Figure 1. Routed clock nets over the placement (run 1).
Bar = 20 um.
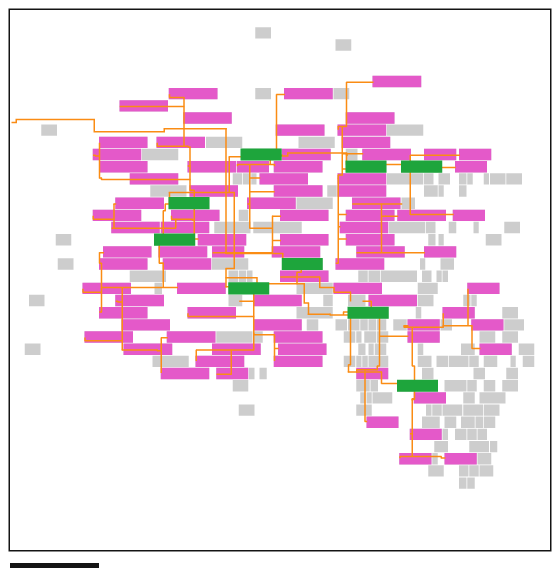
Figure 2. I/O pins on the die edge (run 1).
Pins as bars across the die edge, other pins in gray.
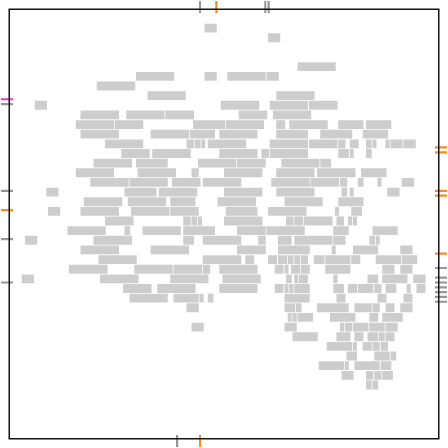
Figure 3. Where the registers sit (run 1).
Other sequential cells in the stronger gray, the rest of the logic in the fainter gray.
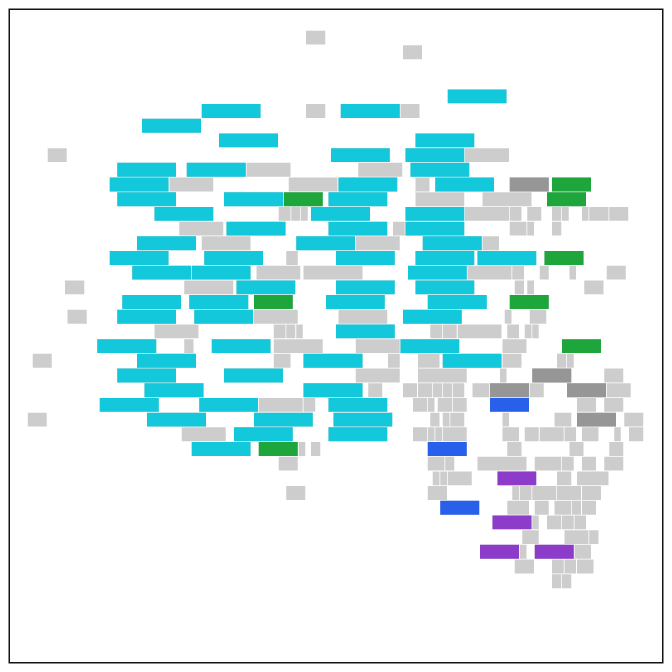
## src/rtl/fifo_pkg.sv

```systemverilog
// Shared definitions for the single-clock FIFO.
//
// Contents:
//   FifoWidthDefault / FifoDepthDefault - default word width and entry count.
//   fifo_err_t                          - overflow/underflow flag pair.
//   ptr_width()                         - pointer width for a given depth.
package fifo_pkg;

  localparam int unsigned FifoWidthDefault = 8;
  localparam int unsigned FifoDepthDefault = 8;

  // Registered error flags, kept together because they share update rules.
  typedef struct packed {
    logic overflow;
    logic underflow;
  } fifo_err_t;

  // Address width needed to index 'depth' entries. Never returns less than one bit,
  // so a degenerate depth still yields a legal vector declaration.
  function automatic int unsigned ptr_width(input int unsigned depth);
    return (depth > 1) ? $clog2(depth) : 1;
  endfunction

endpackage

```

## src/rtl/fifo_sync_mem.sv

```systemverilog
// Simple dual-port register array for fifo_sync.
//
// Ports:
//   clk    - clock, all updates on the rising edge
//   rst    - synchronous active-high reset; clears only the read-data register
//   we     - write enable; wdata is stored at waddr
//   waddr  - write address
//   wdata  - write data
//   re     - read enable; mem[raddr] is loaded into rdata
//   raddr  - read address
//   rdata  - registered read data, holds when re is low
//
// A read and a write to the same address at the same edge return the old word. The FIFO
// relies on this when it is full and a simultaneous push/pop targets the head slot.
module fifo_sync_mem
  import fifo_pkg::*;
#(
  parameter int unsigned WIDTH = FifoWidthDefault,
  parameter int unsigned DEPTH = FifoDepthDefault,
  parameter int unsigned AW    = ptr_width(DEPTH)
) (
  input  logic             clk,
  input  logic             rst,
  input  logic             we,
  input  logic [AW-1:0]    waddr,
  input  logic [WIDTH-1:0] wdata,
  input  logic             re,
  input  logic [AW-1:0]    raddr,
  output logic [WIDTH-1:0] rdata
);

  // Storage is deliberately not reset.
  logic [WIDTH-1:0] mem_q [DEPTH];
  logic [WIDTH-1:0] rdata_q;

  always_ff @(posedge clk) begin
    if (we) begin
      mem_q[waddr] <= wdata;
    end
  end

  always_ff @(posedge clk) begin
    if (rst) begin
      rdata_q <= '0;
    end else if (re) begin
      rdata_q <= mem_q[raddr];
    end
  end

  assign rdata = rdata_q;

endmodule

```

## src/rtl/fifo_sync.sv

```systemverilog
// Single-clock synchronous FIFO with registered read data.
//
// Ports:
//   clk       - clock, all state updates on the rising edge
//   rst       - synchronous active-high reset; discards contents, clears d_out and flags
//   wr_en     - push request; accepted when not full, or when full with rd_en also high
//   rd_en     - pop request; accepted when not empty
//   d_in      - write data
//   d_out     - registered head word, valid after the accepting edge; holds otherwise
//   full      - FIFO holds FIFO_DEPTH words
//   empty     - FIFO holds no words
//   overflow  - a write was rejected because the FIFO was full (no concurrent read)
//   underflow - a read was rejected because the FIFO was empty
//
// Build option: define FIFO_SYNC_STICKY_ERR_EN to make overflow/underflow sticky until rst.
// Without it both are one-cycle pulses.
//
// FIFO_DEPTH must be a power of two, 2 or more, so the pointers wrap by natural rollover.
module fifo_sync
  import fifo_pkg::*;
#(
  parameter int unsigned FIFO_WIDTH = FifoWidthDefault,
  parameter int unsigned FIFO_DEPTH = FifoDepthDefault
) (
  input  logic                  clk,
  input  logic                  rst,
  input  logic                  wr_en,
  input  logic                  rd_en,
  input  logic [FIFO_WIDTH-1:0] d_in,
  output logic [FIFO_WIDTH-1:0] d_out,
  output logic                  full,
  output logic                  empty,
  output logic                  overflow,
  output logic                  underflow
);

  localparam int unsigned AW = ptr_width(FIFO_DEPTH);
  localparam int unsigned CW = AW + 1;

  localparam logic [AW-1:0] PtrOne     = AW'(1);
  localparam logic [CW-1:0] CntOne     = CW'(1);
  localparam logic [CW-1:0] DepthCount = CW'(FIFO_DEPTH);

  logic [AW-1:0] wr_ptr_q, wr_ptr_d;
  logic [AW-1:0] rd_ptr_q, rd_ptr_d;
  logic [CW-1:0] count_q, count_d;
  fifo_err_t     err_q, err_d, err_evt;

  logic wr_accept;
  logic rd_accept;

  // Status is decoded straight from the registered count.
  assign full  = (count_q == DepthCount);
  assign empty = (count_q == '0);

  // A full FIFO still takes a write when a read frees the head slot at the same edge.
  assign wr_accept = wr_en && (!full || rd_en);
  assign rd_accept = rd_en && !empty;

  // Error events: the rejected request leaves pointers, count and d_out untouched.
  always_comb begin
    err_evt           = '0;
    err_evt.overflow  = wr_en && full && !rd_en;
    err_evt.underflow = rd_en && empty;
  end

  always_comb begin
    wr_ptr_d = wr_ptr_q;
    rd_ptr_d = rd_ptr_q;
    count_d  = count_q;

    if (wr_accept) begin
      wr_ptr_d = wr_ptr_q + PtrOne;
    end
    if (rd_accept) begin
      rd_ptr_d = rd_ptr_q + PtrOne;
    end

    unique case ({wr_accept, rd_accept})
      2'b10:   count_d = count_q + CntOne;
      2'b01:   count_d = count_q - CntOne;
      default: count_d = count_q;
    endcase
  end

  always_comb begin
`ifdef FIFO_SYNC_STICKY_ERR_EN
    err_d = err_q | err_evt;
`else
    err_d = err_evt;
`endif
  end

  always_ff @(posedge clk) begin
    if (rst) begin
      wr_ptr_q <= '0;
      rd_ptr_q <= '0;
      count_q  <= '0;
      err_q    <= '0;
    end else begin
      wr_ptr_q <= wr_ptr_d;
      rd_ptr_q <= rd_ptr_d;
      count_q  <= count_d;
      err_q    <= err_d;
    end
  end

  assign overflow  = err_q.overflow;
  assign underflow = err_q.underflow;

  fifo_sync_mem #(
    .WIDTH (FIFO_WIDTH),
    .DEPTH (FIFO_DEPTH),
    .AW    (AW)
  ) u_mem (
    .clk   (clk),
    .rst   (rst),
    .we    (wr_accept),
    .waddr (wr_ptr_q),
    .wdata (d_in),
    .re    (rd_accept),
    .raddr (rd_ptr_q),
    .rdata (d_out)
  );

`ifndef SYNTHESIS
  // Occupancy can never exceed the storage size.
  a_count_range: assert property (@(posedge clk) disable iff (rst) count_q <= DepthCount);
  // full and empty are mutually exclusive for any legal depth.
  a_full_xor_empty: assert property (@(posedge clk) disable iff (rst) !(full && empty));
  // Pointer distance always matches the occupancy, modulo the depth.
  a_ptr_count: assert property (@(posedge clk) disable iff (rst)
    (wr_ptr_q - rd_ptr_q) == count_q[AW-1:0]);
`endif

endmodule

```

## config.mk

```make
export PLATFORM = sky130hd
export DESIGN_NAME = fifo_sync
export DESIGN_NICKNAME = d
export VERILOG_FILES = /design/src/rtl/fifo_pkg.sv /design/src/rtl/fifo_sync_mem.sv /design/src/rtl/fifo_sync.sv
export SDC_FILE = /design/constraint.sdc
export NUM_CORES = 1
export LEC_CHECK = 0
export CORE_MARGIN = 3
export CORE_UTILIZATION = 25
export DETAILED_ROUTE_END_ITERATION = 6
export HOLD_SLACK_MARGIN = 0.03
export SLEW_MARGIN = 10
export SYNTH_ARGS = -nofsm -noshare
export SYNTH_HDL_FRONTEND = slang
export SYNTH_SLANG_ARGS = --single-unit
```

## constraint.sdc

```tcl
create_clock -name clk -period 2.9 [get_ports clk]
set_input_delay 0.87 -clock clk [delete_from_list [all_inputs] [get_ports clk]]
set_output_delay 0.87 -clock clk [all_outputs]
set_load 0.05 [all_outputs]
```

==> Slide: Implementation Results, run 1 <==
Run Summary

Synthesis
  • Count leader, synth: edfxtp_1
  • Synth Seq Share: 0.7060
  • Cell area after synthesis: 0.003289 mm2
  • Yosys cell count: between 150 and 200
  • Yosys adder share: 0.01902
  • Syn_nets: 211
  • Ao+oa area frac: 0.03918
  • Yosys chip area: roughly 0.0033 mm2

Setup path
  • Crit path capture type: flip-flop

Floorplan
  • Die width: approximately 120 um

Pwr
  • Leak Pwr: 1.382 nW
  • Pwr Total: 3.736 mW
  • Power of the sequential group: 1.51 mW

STA
  • Fin Setup TNS: 0 ns

Place
  • # port buffers: 23

Detailed routing
  • Post-DR vias/cell: 4.299
  • Vias: 1,771

Hold path
  • WHS Path Cells: 2

Clocking
  • Post-CTS setup buffer count: 0
  • TritonCTS Buffers: 9

GRT
  • Vias in the first global route: about 1,800
  • GRT Total Usage: 0.09291

Outcome
  • Status: completed
## Picture notes: Figure 1
- green: cells driving clock nets (count 9)
- magenta: flip-flops (count 84)
- orange: clock wires (length 930 um)
- routed clock nets: 10
Clock Power: 1.15 mW
Worst Clk Skew: 0.006825 ns
clk latency late pin: 0.33 ns

## Picture notes: Figure 2
- orange: `d_out` (pins 8; direction output; edge 5 right, 1 top, 1 left, 1 bottom)
- magenta: `clk` (pins 1; direction input; edge left)

## Picture notes: Figure 3
- cyan: `u_mem.mem_q` (placed flops 64)
- purple: `count_q` (placed flops 4; where lower right)
- green: `u_mem.rdata` (placed flops 8)
- blue: `wr_ptr_q` (placed flops 3)
- not colored: 5
storage element area: 0.002322 mm2
Seq area share: 0.5646
final core utilization: 0.3233

run 1: sequential cells by signal, indices dropped and copies added, names as in the netlist:
name,cells
count_q,4
overflow,1
rd_ptr_q,3
u_mem.mem_q,64
u_mem.rdata,8
underflow,1
wr_ptr_q,3
run 1: critical path, stage by stage:
cell and delay, ns:
clkdlybuf4s50_1 0.55, o41a_2 0.21, ha_1 0.24, or3_2 0.47
o32ai_1 0.15, mux2_2 0.36
run 1: final cells by class:
class                      instances  area (um2)  area share
sequential                        84        2322      0.5646
multi-input combinational         99       908.4      0.2209
timing repair buffer              40       357.8     0.08701
clock buffer                       9       225.2     0.05476
tap                              172       215.2     0.05233
clock inverter                     7       80.08     0.01947
inverter                           1       3.754   0.0009127
==> inputs of run 2 (changes only) <==
CORE_UTILIZATION = 52   (was 25)
PLACE_DENSITY = 0.75   (was not set)
==> run 2 against run 1 <==
Clock power fell by 23%; sequential cell count did not move; hold slack barely moved; die area fell by 50%; critical endpoint is now count_q[2]; sequential power barely moved; wire length fell by 6.9%; via count rose by 0.73%; non-clock buffer count rose by 4; synthesized area did not move; clock skew rose by 0.0015 ns.
==> Slide: Implementation Results, run 2 <==
Run Summary

Finish
  • Signal buf overhead: 0.09885 (+0.01184)
  • Most flop-heavy register: u_mem.mem_q
  • Dominant kind of cell: sequential cells
  • Comb/total area: 0.2299 (+0.009041)
  • MI comb area: 902.1 um2 (-0.69%)
  • Non-clk bufs: 44 (+10%)
  • MI comb cells: 99 (unchanged)
  • Sequential cells: 84 (unchanged)
  • Invs w/o clock: 1 (unchanged)
  • Final core utilization: 0.6512 (+0.3279)
  • Storage element area: 0.002322 mm2 (unchanged)

Synthesis
  • Yosys chip area: 0.003289 mm2 (unchanged)
  • Synth Seq Share: 0.7060 (unchanged)
  • Syn_nets: 211 (unchanged)
  • Yosys cell count: 194 (unchanged)
  • Count leader, synth: edfxtp_1

Detailed routing
  • Post-DR vias/cell: 5.592 (+30%)

Setup path
  • CP Cell Sequence: clkdlybuf4s50_1 > o41a_2 > buf_4 > ha_1 > xor2_1 > ha_1 > a21oi_1 > xor2_1 > or3_1 > a21oi_1
  • Critical path's top delay family: buffers and inverters

Pwr
  • Leak Pwr: 1.360 nW (-1.6%)
  • Pwr Total: 3.463 mW (-7.3%)

Outcome
  • Status: completed

GRT
  • Vias in the first global route: 1,859 (+3.2%)

Floorplan
  • N_taps: 75 (-56%)
  • Die width: 85.54 um (-29%)

STA
  • Worst Clk Skew: 0.008327 ns (+0.001502 ns)
  • Fin Setup TNS: 0 ns (unchanged)
-- run 2: logic make-up (layout without fill, tap and decap cells) --
logic type,after synthesis,after routing,share of synthesized area
AND-OR/OR-AND,18,18,0.03918
XOR/XNOR,7,7,0.01864
adder cells (fa/ha/maj),5,5,0.01902
buffers and inverters,11,61,0.01978
flip-flops,84,84,0.7060
multiplexers,20,20,0.1221
AND/OR/NAND/NOR,49,49,0.07531
-- run 2: worst paths after layout --
| check | to | slack, ns | cells after the start |
|---|---|---|---|
| worst max-delay path | count_q[2] | 0.25 | 10 |
| worst max register to register | count_q[3] | 0.37 | 6 |
| worst min register to register | u_mem.rdata[4] | 0.49 | 2 |
| worst min-delay path | u_mem.rdata[4] | 0.49 | 2 |
Figure 4. Routed clock nets over the placement (run 2).
Bar = 20 um.
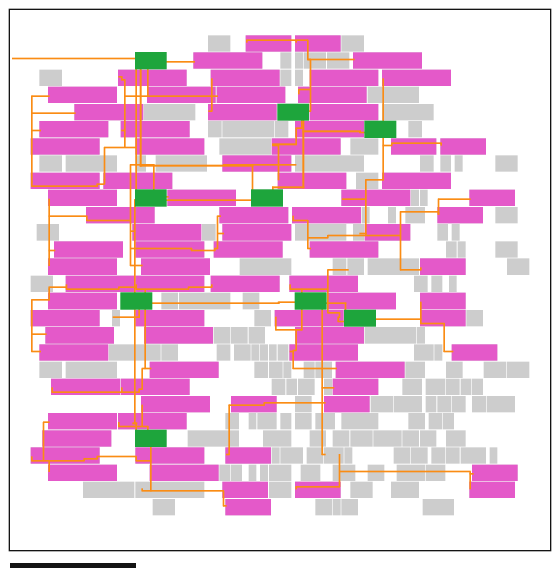
- green: cells driving clock nets (count 9)
- orange: clock wires (length 847 um)
- magenta: flip-flops (count 84)
- flops lie: all over the die
- routed clock nets: 10
Clk pwr share: 0.254
clk latency late pin: 0.34 ns
Clock Power: 0.881 mW

Figure 5. Metal layers overlaid (run 2).
Bar = 20 um.
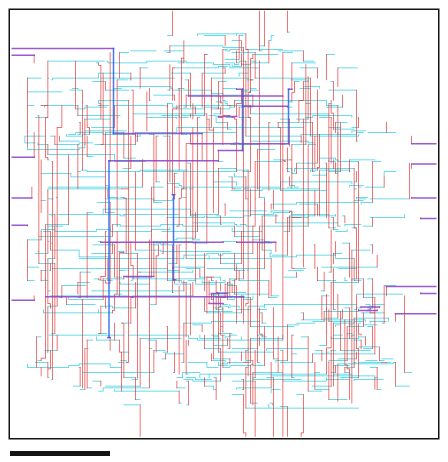
- purple: met3 (wire length 268 um)
- red: met2 (wire length 2,900 um)
- blue: met4 (wire length 92.5 um)
- cyan: met1 (wire length 2,560 um)
GRT Total Usage: 0.1779
Vias: 1,784
routed wire length: 5818 um

Figure 6. I/O pins on the die edge (run 2).
Pins as bars across the die edge, other pins in gray.
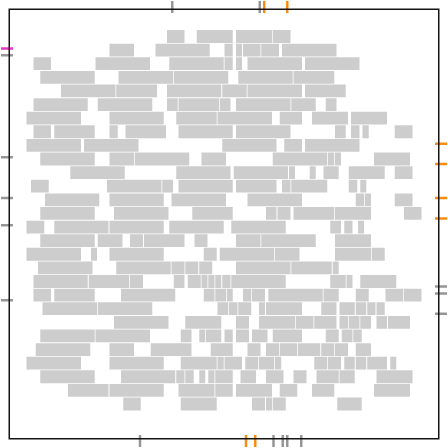
- magenta: `clk` (pins 1; direction input; edge left)
- orange: `d_out` (pins 8; direction output; edge 4 right, 2 top, 2 bottom)

==> inputs of run 3 (changes only) <==
CORE_UTILIZATION = 56   (was 52)
DONT_BUFFER_PORTS = 1   (was not set)
PLACE_DENSITY = 0.74   (was 0.75)
==> run 3 against run 2 <==
Clock skew up 0.0040 ns; clock-buffer cell count unchanged; synthesized cell count unchanged; worst setup slack worse by 0.082 ns; total power down 8.8%; design area down 8.5%; critical endpoint unchanged; largest cell class unchanged.
==> Slide: Implementation Results, run 3 <==
Run Summary

Synthesis
  • Yosys chip area: 0.003289 mm2 (unchanged)
  • Count leader, synth: edfxtp_1
  • Simple share: 0.07531 (unchanged)
  • Comb area leader: multiplexers
  • Yosys adder share: 0.01902 (unchanged)
  • Ao+oa area frac: 0.03918 (unchanged)
  • Yosys cell count: 194 (unchanged)
  • Syn_nets: 211 (unchanged)
  • Synth Seq Share: 0.7060 (unchanged)
  • Mux cell area share: 0.1221 (unchanged)

Detailed routing
  • Routed wire length: 5996 um (+3.1%)
  • Vias: 1,705 (-4.4%)
  • Met2 WL: 3054 um

Setup path
  • Cells on worst reg2reg path: 10 (+4)
  • Worst R2R Setup Slack: 0.16 ns (-0.21 ns)
  • Critical path arrival: approximately 3 ns
  • CP endpoint: count_q[2]
  • CP Cell Sequence: or4b_4 > o21ai_4 > buf_4 > ha_1 > xor2_1 > ha_1 > a21oi_1 > xor2_1 > or3_1 > a21oi_1
  • Slowest-stage cell, CP: or4b_4
  • Reg-to-reg critical path endpoint: count_q[2]

STA
  • Worst Clk Skew: 0.01232 ns (+0.003994 ns)
  • FMAX: 365.5 MHz
  • Final Hold Fails: 0
  • Slew Viols, Final: 0
  • Fin Setup TNS: 0 ns (unchanged)

Finish
  • Most flop-heavy register: u_mem.mem_q

Hold path
  • WHS Path Cells: 2 (unchanged)
  • Sink of the worst hold path: rd_ptr_q[2]

Pwr
  • Pwr Total: 3.157 mW (-8.8%)
  • Leak Pwr: 1.198 nW (-12%)

GRT
  • GRT Total Usage: 0.1992 (+0.02134)
  • Vias in the first global route: 1,765 (-5.1%)

Clocking
  • Clk latency late pin: 0.34 ns (about the same)

Outcome
  • Status: completed
-- run 3: cell counts after synthesis --
No cell type changed its count.
-- run 3: power by group --
| part | internal (mW) | switching (mW) |
|---|---|---|
| Sequential | 1.43 | 0.325 |
| Clock | 0.313 | 0.410 |
| Combinational | 0.316 | 0.366 |
| Total | 2.06 | 1.10 |
-- run 3: area by class of cell --
type	instances	area, um2
Inverter	1	3.754
Fill cell	425	2018
Multi-Input combinational cell	99	908.4
Sequential cell	84	2322
Clock inverter	7	51.30
Timing Repair Buffer	12	90.09
Clock buffer	9	123.9
Tap cell	72	90.09
-- run 3: metal layers --
layer | global-route usage | vias to the layer above
met3 | 0.05857 | 8
met1 | 0.2582 | 877
li1 | - | 780
met2 | 0.3165 | 40
met4 | 0.08170 | 0
met5 | 0 | -
Figure 7. Where the registers sit (run 3).
Other sequential cells in the stronger gray, the rest of the logic in the fainter gray.
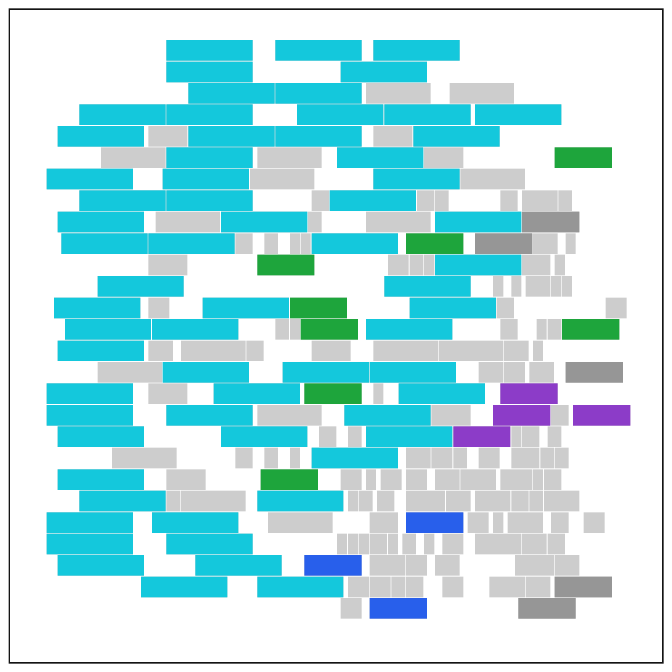
final core utilization: 0.6401
power of the sequential group: 1.75 mW

Figure 8. Routing congestion (run 3).
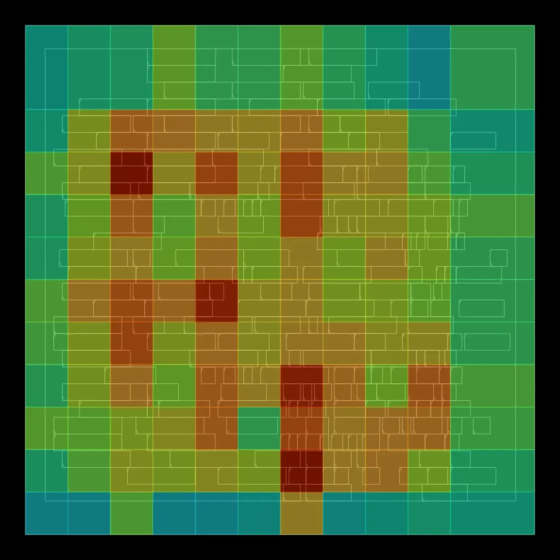
met2 global-route usage: 0.3165
busiest grt layer: met2

Figure 9. Routed clock nets over the placement (run 3).
Bar = 20 um.
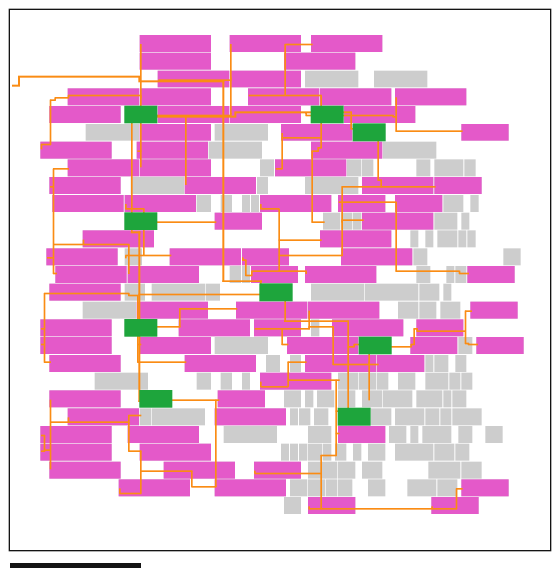
- green: cells driving clock nets (count 9)
- magenta: flip-flops (count 84)
- orange: clock wires (length 858 um)
- routed clock nets: 10
- flops lie: all over the die

Power is estimated from default activity; no workload was simulated.
